**Pin map**

Pins as bars across the die edge, other pins in grey.
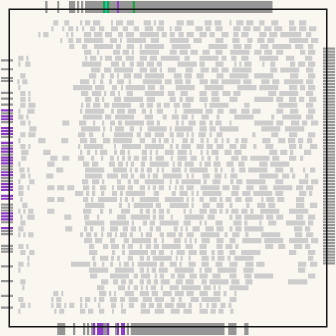
**Sequential cells grouped by signal name**

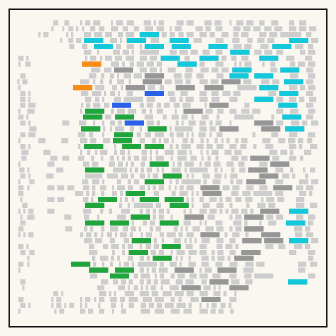
**Signal wires on met3**

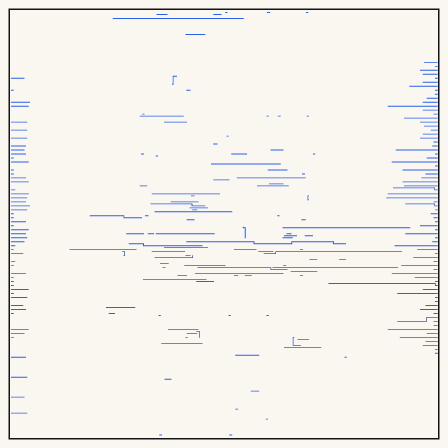
**Wiring by layer**

Two of the layers only.
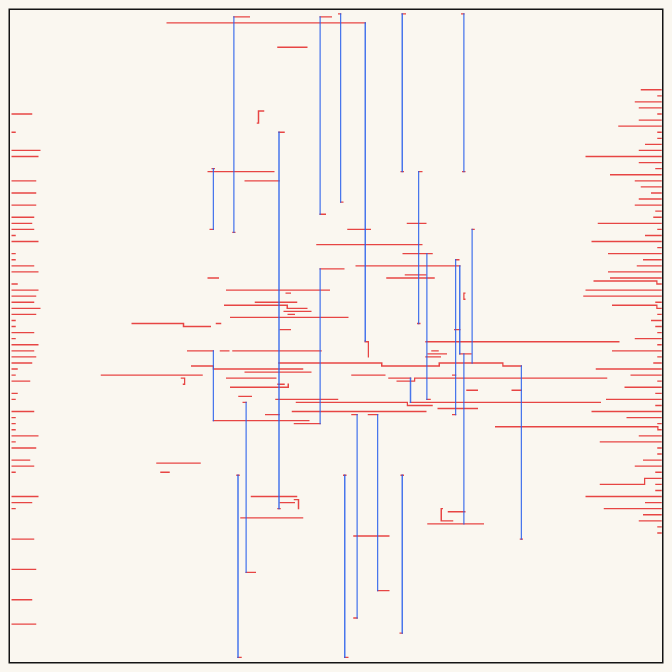
File: config.mk
export PLATFORM = sky130hd
export DESIGN_NAME = lsu_dmem
export DESIGN_NICKNAME = d
export VERILOG_FILES = /design/src/rtl/lsu_dmem.sv
export SDC_FILE = /design/constraint.sdc
export NUM_CORES = 1
export LEC_CHECK = 0
export ABC_AREA = 0
export CELL_PAD_IN_SITES_DETAIL_PLACEMENT = 1
export CELL_PAD_IN_SITES_GLOBAL_PLACEMENT = 1
export CORE_MARGIN = 3
export CORE_UTILIZATION = 34
export CTS_CLUSTER_SIZE = 20
export DETAILED_ROUTE_END_ITERATION = 10
export GPL_ROUTABILITY_DRIVEN = 0
export GPL_TIMING_DRIVEN = 0
export MAX_ROUTING_LAYER = met4
export PLACE_DENSITY = 0.95
export SLEW_MARGIN = 10
export SYNTH_ARGS = -nofsm -noshare
export SYNTH_HDL_FRONTEND = slang
export SYNTH_SLANG_ARGS = --single-unit
File: constraint.sdc
create_clock -name sysclk -period 4 [get_ports sysclk]
set_clock_uncertainty 0.2 [all_clocks]
set_input_delay 0.6 -clock sysclk [delete_from_list [all_inputs] [get_ports sysclk]]
set_output_delay 0.6 -clock sysclk [all_outputs]
set_load 0.1 [all_outputs]
File: src/rtl/lsu_dmem.sv
// lsu_dmem: RV32I load/store unit over a word-wide data-memory port.
// Define LSU_MMIO_EN to route addr[31:28]==MMIO_NIBBLE stores to the mmio_* strobe.
module lsu_dmem #(
  parameter logic [3:0] MMIO_NIBBLE = 4'hF
) (
  input  logic        sysclk,
  input  logic        nrst_in,
  input  logic        req_valid,
  output logic        req_ready,
  input  logic        req_we,
  input  logic [2:0]  req_funct3,
  input  logic [31:0] req_addr,
  input  logic [31:0] req_wdata,
  output logic        resp_valid,
  output logic [31:0] resp_rdata,
  output logic        resp_err,
  output logic [31:0] dmem_rd_addr,
  input  logic [31:0] dmem_rd_data,
  output logic [31:0] dmem_wr_addr,
  output logic [31:0] dmem_wr_data,
  output logic        dmem_wr_en,
  output logic        mmio_wr_en,
  output logic [31:0] mmio_wr_addr,
  output logic [31:0] mmio_wr_data
);

  typedef enum logic [1:0] {
    IDLE, READ, WRITE, RESP
  } state_t;

`ifdef LSU_MMIO_EN
  localparam logic MMIO_ON = 1'b1;
`else
  localparam logic MMIO_ON = 1'b0;
`endif

  state_t      state_q, state_d;
  logic [31:0] addr_q, addr_d;
  logic [31:0] wdata_q, wdata_d;
  logic [31:0] data_q, data_d;
  logic [1:0]  off_q, off_d;
  logic [2:0]  f3_q, f3_d;
  logic        we_q, we_d;
  logic        err_q, err_d;
  logic        mmio_q, mmio_d;

  logic        bad_f3, misal, req_mmio, req_err;
  logic [7:0]  ld_b;
  logic [15:0] ld_h;
  logic [31:0] ld_val;
  logic [31:0] wr_word;

  always_comb begin
    req_mmio = MMIO_ON && (req_addr[31:28] == MMIO_NIBBLE);
    if (req_we)
      bad_f3 = req_funct3[2] || (req_funct3[1:0] == 2'b11);
    else
      bad_f3 = (req_funct3[1:0] == 2'b11)
            || (req_funct3[2] && req_funct3[1]);
    misal = ((req_funct3[1:0] == 2'b01) && req_addr[0])
         || ((req_funct3[1:0] == 2'b10) && (req_addr[1:0] != 2'b00));
    req_err = bad_f3 || misal;
  end

  always_comb begin
    ld_b = dmem_rd_data[{off_q, 3'b000} +: 8];
    ld_h = dmem_rd_data[{off_q[1], 4'b0000} +: 16];
    unique case (f3_q)
      3'b000:  ld_val = {{24{ld_b[7]}}, ld_b};
      3'b001:  ld_val = {{16{ld_h[15]}}, ld_h};
      3'b100:  ld_val = {24'b0, ld_b};
      3'b101:  ld_val = {16'b0, ld_h};
      default: ld_val = dmem_rd_data;
    endcase
  end

  // data_q holds the captured word for sub-word stores
  always_comb begin
    wr_word = wdata_q;
    unique case (f3_q[1:0])
      2'b00: begin
        wr_word = data_q;
        wr_word[{off_q, 3'b000} +: 8] = wdata_q[7:0];
      end
      2'b01: begin
        wr_word = data_q;
        wr_word[{off_q[1], 4'b0000} +: 16] = wdata_q[15:0];
      end
      default: wr_word = wdata_q;
    endcase
  end

  always_comb begin
    state_d = state_q;
    addr_d  = addr_q;
    wdata_d = wdata_q;
    data_d  = data_q;
    off_d   = off_q;
    f3_d    = f3_q;
    we_d    = we_q;
    err_d   = err_q;
    mmio_d  = mmio_q;
    unique case (state_q)
      IDLE: begin
        if (req_valid) begin
          addr_d  = {req_addr[31:2], 2'b00};
          off_d   = req_addr[1:0];
          f3_d    = req_funct3;
          we_d    = req_we;
          wdata_d = req_wdata;
          err_d   = req_err;
          mmio_d  = req_mmio && !req_err;
          data_d  = '0;
          if (req_err)
            state_d = RESP;
          else if (req_we && (req_funct3[1:0] == 2'b10 || req_mmio))
            state_d = WRITE;
          else
            state_d = READ;
        end
      end
      READ: begin
        if (we_q) begin
          data_d  = dmem_rd_data;
          state_d = WRITE;
        end else begin
          if (!mmio_q)
            data_d = ld_val;
          state_d = RESP;
        end
      end
      WRITE:   state_d = RESP;
      RESP:    state_d = IDLE;
      default: state_d = IDLE;
    endcase
  end

  always_ff @(posedge sysclk or negedge nrst_in) begin
    if (!nrst_in) begin
      state_q <= IDLE;
      addr_q  <= '0;
      wdata_q <= '0;
      data_q  <= '0;
      off_q   <= '0;
      f3_q    <= '0;
      we_q    <= 1'b0;
      err_q   <= 1'b0;
      mmio_q  <= 1'b0;
    end else begin
      state_q <= state_d;
      addr_q  <= addr_d;
      wdata_q <= wdata_d;
      data_q  <= data_d;
      off_q   <= off_d;
      f3_q    <= f3_d;
      we_q    <= we_d;
      err_q   <= err_d;
      mmio_q  <= mmio_d;
    end
  end

  assign req_ready    = (state_q == IDLE);
  assign resp_valid   = (state_q == RESP);
  assign resp_err     = resp_valid && err_q;
  assign resp_rdata   = (resp_valid && !we_q) ? data_q : '0;
  assign dmem_rd_addr = addr_q;
  assign dmem_wr_addr = addr_q;
  assign dmem_wr_data = wr_word;
  assign dmem_wr_en   = (state_q == WRITE) && !mmio_q;

`ifdef LSU_MMIO_EN
  assign mmio_wr_en   = (state_q == WRITE) && mmio_q;
  assign mmio_wr_addr = {addr_q[31:2], off_q};
  assign mmio_wr_data = wdata_q;
`else
  assign mmio_wr_en   = 1'b0;
  assign mmio_wr_addr = '0;
  assign mmio_wr_data = '0;
`endif

endmodule

==> reports/summary.log <==
qor: timing.worst_slack 0.1254 ns
qor: yosys.most_used_standard_cell_by_instance_count_after_synthesis sky130_fd_sc_hd__dfrtp_1
qor: placed_design.post_dp_cell_area 9569 µm²
qor: floorplanning.io_pins 300
qor: grt.grtUsageMet2 40.27%
qor: yosys.fa_ha_area_share 1.689%
qor: setup_path.reg2reg_depth 7
qor: timing.timing.setup.tns 0 ns
qor: floorplanning.die_area 21330 µm²
qor: finish.count_of_antenna_diodes_in_the_layout 0
qor: flow_run.warning_count 33
qor: finish.final_net_count 1078
qor: cts.clk_transition_reported_paths 0.07 ns
qor: finish.final_core_util 51.84%
qor: min_path.whs_path_depth 2
qor: timing.rsz0062_at_grt false
qor: yosys.post_synth_inst_count 655
qor: timing.finalClockPeriodUsage 96.86%
qor: drt.wl_met2 12.91 mm
qor: setup_path.r2r-end data_q[18]
qor: yosys.synthDominantCellAreaShare 38.66%
qor: yosys.synth.top_cells.by_area sky130_fd_sc_hd__dfrtp_1 (39%), sky130_fd_sc_hd__mux2_2 (13%), sky130_fd_sc_hd__buf_4 (11%), sky130_fd_sc_hd__a221o_1 (6.0%), sky130_fd_sc_hd__a21oi_1 (3.2%)
qor: grt.top_usage_layer met2
qor: drt.wirelength_met1 10.29 mm
qor: drt.drt_first_iter_violations 510
qor: drt.route.detailed.vias_per_inst 5.133
qor: setup_path.critPathLaunchType flip-flop
qor: timing.final.hold.worst_slack 0.3018 ns
qor: grt.first_global_vias 6597
qor: drt.drtAntennaViolNets 0
qor: timing.maxSlewViolCount 0
qor: min_path.hp-class reg2reg
qor: setup_path.setup.worst_path.end dmem_wr_data[18]
qor: yosys.unique_cell_types 44
qor: min_path.min_to err_q
qor: finish.areaGrowthSynthToFinish 47.38%
qor: cts.tritoncts built
qor: yosys.yosysChipArea 6668 µm²
qor: placed_design.hpwlAfterDp 20.24 mm
qor: finish.layout.filler_cells 2162
qor: drt.drc 0
qor: yosys.async_flop_share 100.0%
qor: yosys.mappedNetlistArea 6668 µm²
qor: cts.clock_tree.root_cell sky130_fd_sc_hd__clkbuf_16
qor: setup_path.peak_fanout_along_the_critical_path 8
qor: run_status.outcome finished, final reports clean
qor: yosys.yosysSeqAreaShare 38.66%
qor: yosys.synth.cellmix.compoundShare 20.44%
qor: finish.layoutNonFillerInstCount 1230
qor: yosys.post_synth_main_logic_family AND-OR/OR-AND gates
qor: cts.cts_htree_levels 3
qor: grt.grt.met1_usage 28.49%
qor: floorplanning.initial_utilization 35.17%
qor: yosys.yosys-mux-area-fraction 15.71%
qor: grt.pin_count_of_the_biggest_net_entering_global_routing 65
qor: drt.met3WireLength 1.475 mm
qor: cts.cts_buffer_depth 2
qor: setup_path.timing.setup.critical_path_class reg2out
qor: floorplanning.num_rows 50
qor: yosys.yosys-stat-cells 655
qor: yosys.syn-mean-instance-area 10.18 µm²
qor: setup_path.critical_path.reg2reg.startpoint state_q[0]
qor: floorplanning.core_area 18960 µm²
## Picture notes: 'pin map'
legend:
  dmem_wr_en:
    colour: cyan
    pins: 1
    direction: output
    edge: top
  req_funct3:
    colour: green
    pins: 3
    direction: input
    edge: top
  dmem_rd_data:
    colour: purple
    pins: 32
    direction: input
    edge: 23 left, 8 bottom, 1 top
all pins by edge: 101 top, 74 right, 73 bottom, 52 left
quantity of I/O buffers inserted on ports: 229
Die Wd: 146.0 µm

## Picture notes: 'sequential cells grouped by signal name'
legend:
  state_q:
    colour: orange
    placed_flops: 2
  f3_q:
    colour: blue
    placed_flops: 3
  dmem_rd_addr:
    colour: cyan
    placed_flops: 30
  data_q:
    colour: green
    placed_flops: 32
not coloured: 36

## Picture notes: 'signal wires on met3'
main direction: horizontal
share of all routed wire: 5.8%
nets with wire on the layer: 190
longest straight run: 44.4 µm
wire length on this layer: 1480 µm
met3 track demand over resource: 2.980%
via count: 6314
Final Routed Wirelength: 25.57 mm

## Picture notes: 'wiring by layer'
legend:
  met3:
    colour: red
    wire_length: 1480 µm
  met4:
    colour: blue
    wire_length: 898 µm
wire per inst: 20.79 µm
total routing resource utilization after global routing: 23.70%

==> worst max-delay path: cells and delay by family, from the launching register on <==
family	cells	cell delay [ns]
AOI/OAI and AO/OA	2	0.32
adders and majority gates	1	0.48
buffers and inverters	3	1.09
DFF	1	0.61
and+or+nand+nor	1	0.22
==> registers in the layout (all words and copies together), names as in the netlist <==
signal and cells:
data_q 32, dmem_rd_addr 30, err_q 1, f3_q 3, off_q 2, state_q 2
wdata_q 32, we_q 1
==> layout by cell type (no fill, tap or decap), drive strengths merged, types with 22 or more instances in the layout <==
cell type,n
dfrtp,103
buf,138
conb,69
and2,33
a22o,24
o21ai,22
mux2,75
nand2,36
clkbuf,38
clkdlybuf4s50,166
a221o,40
a211oi,23
a21oi,43
==> cells by family (layout without fill, tap and decap cells) <==
group,after synthesis,after routing
adders and majority gates,9,9
muxes,94,94
buffers and inverters,161,408
DFF,103,103
AOI/OAI and AO/OA,183,183
and+or+nand+nor,104,104
other,1,69
==> area by class of cell <==
| type | instances | area share (%) |
|---|---|---|
| plain buffers | 142 | 9.473 |
| inverters | 19 | 0.7257 |
| repair buffers | 232 | 23.35 |
| multi-input cells | 459 | 34.20 |
| clock inverters | 3 | 0.2037 |
| clock buffers | 12 | 2.508 |
| well taps | 260 | 3.310 |
| flip-flops and latches | 103 | 26.23 |
==> repair_timing <==
| item | CTS | global route |
|---|---|---|
| endpoints found under the setup margin | 42 | 46 |
| pin swaps | 0 | 1 |
| buffers inserted | 0 | 1 |
| hold buffers | 1 | 0 |
| endpoints found under the hold margin | 39 | 0 |
| resized | 106 | 58 |
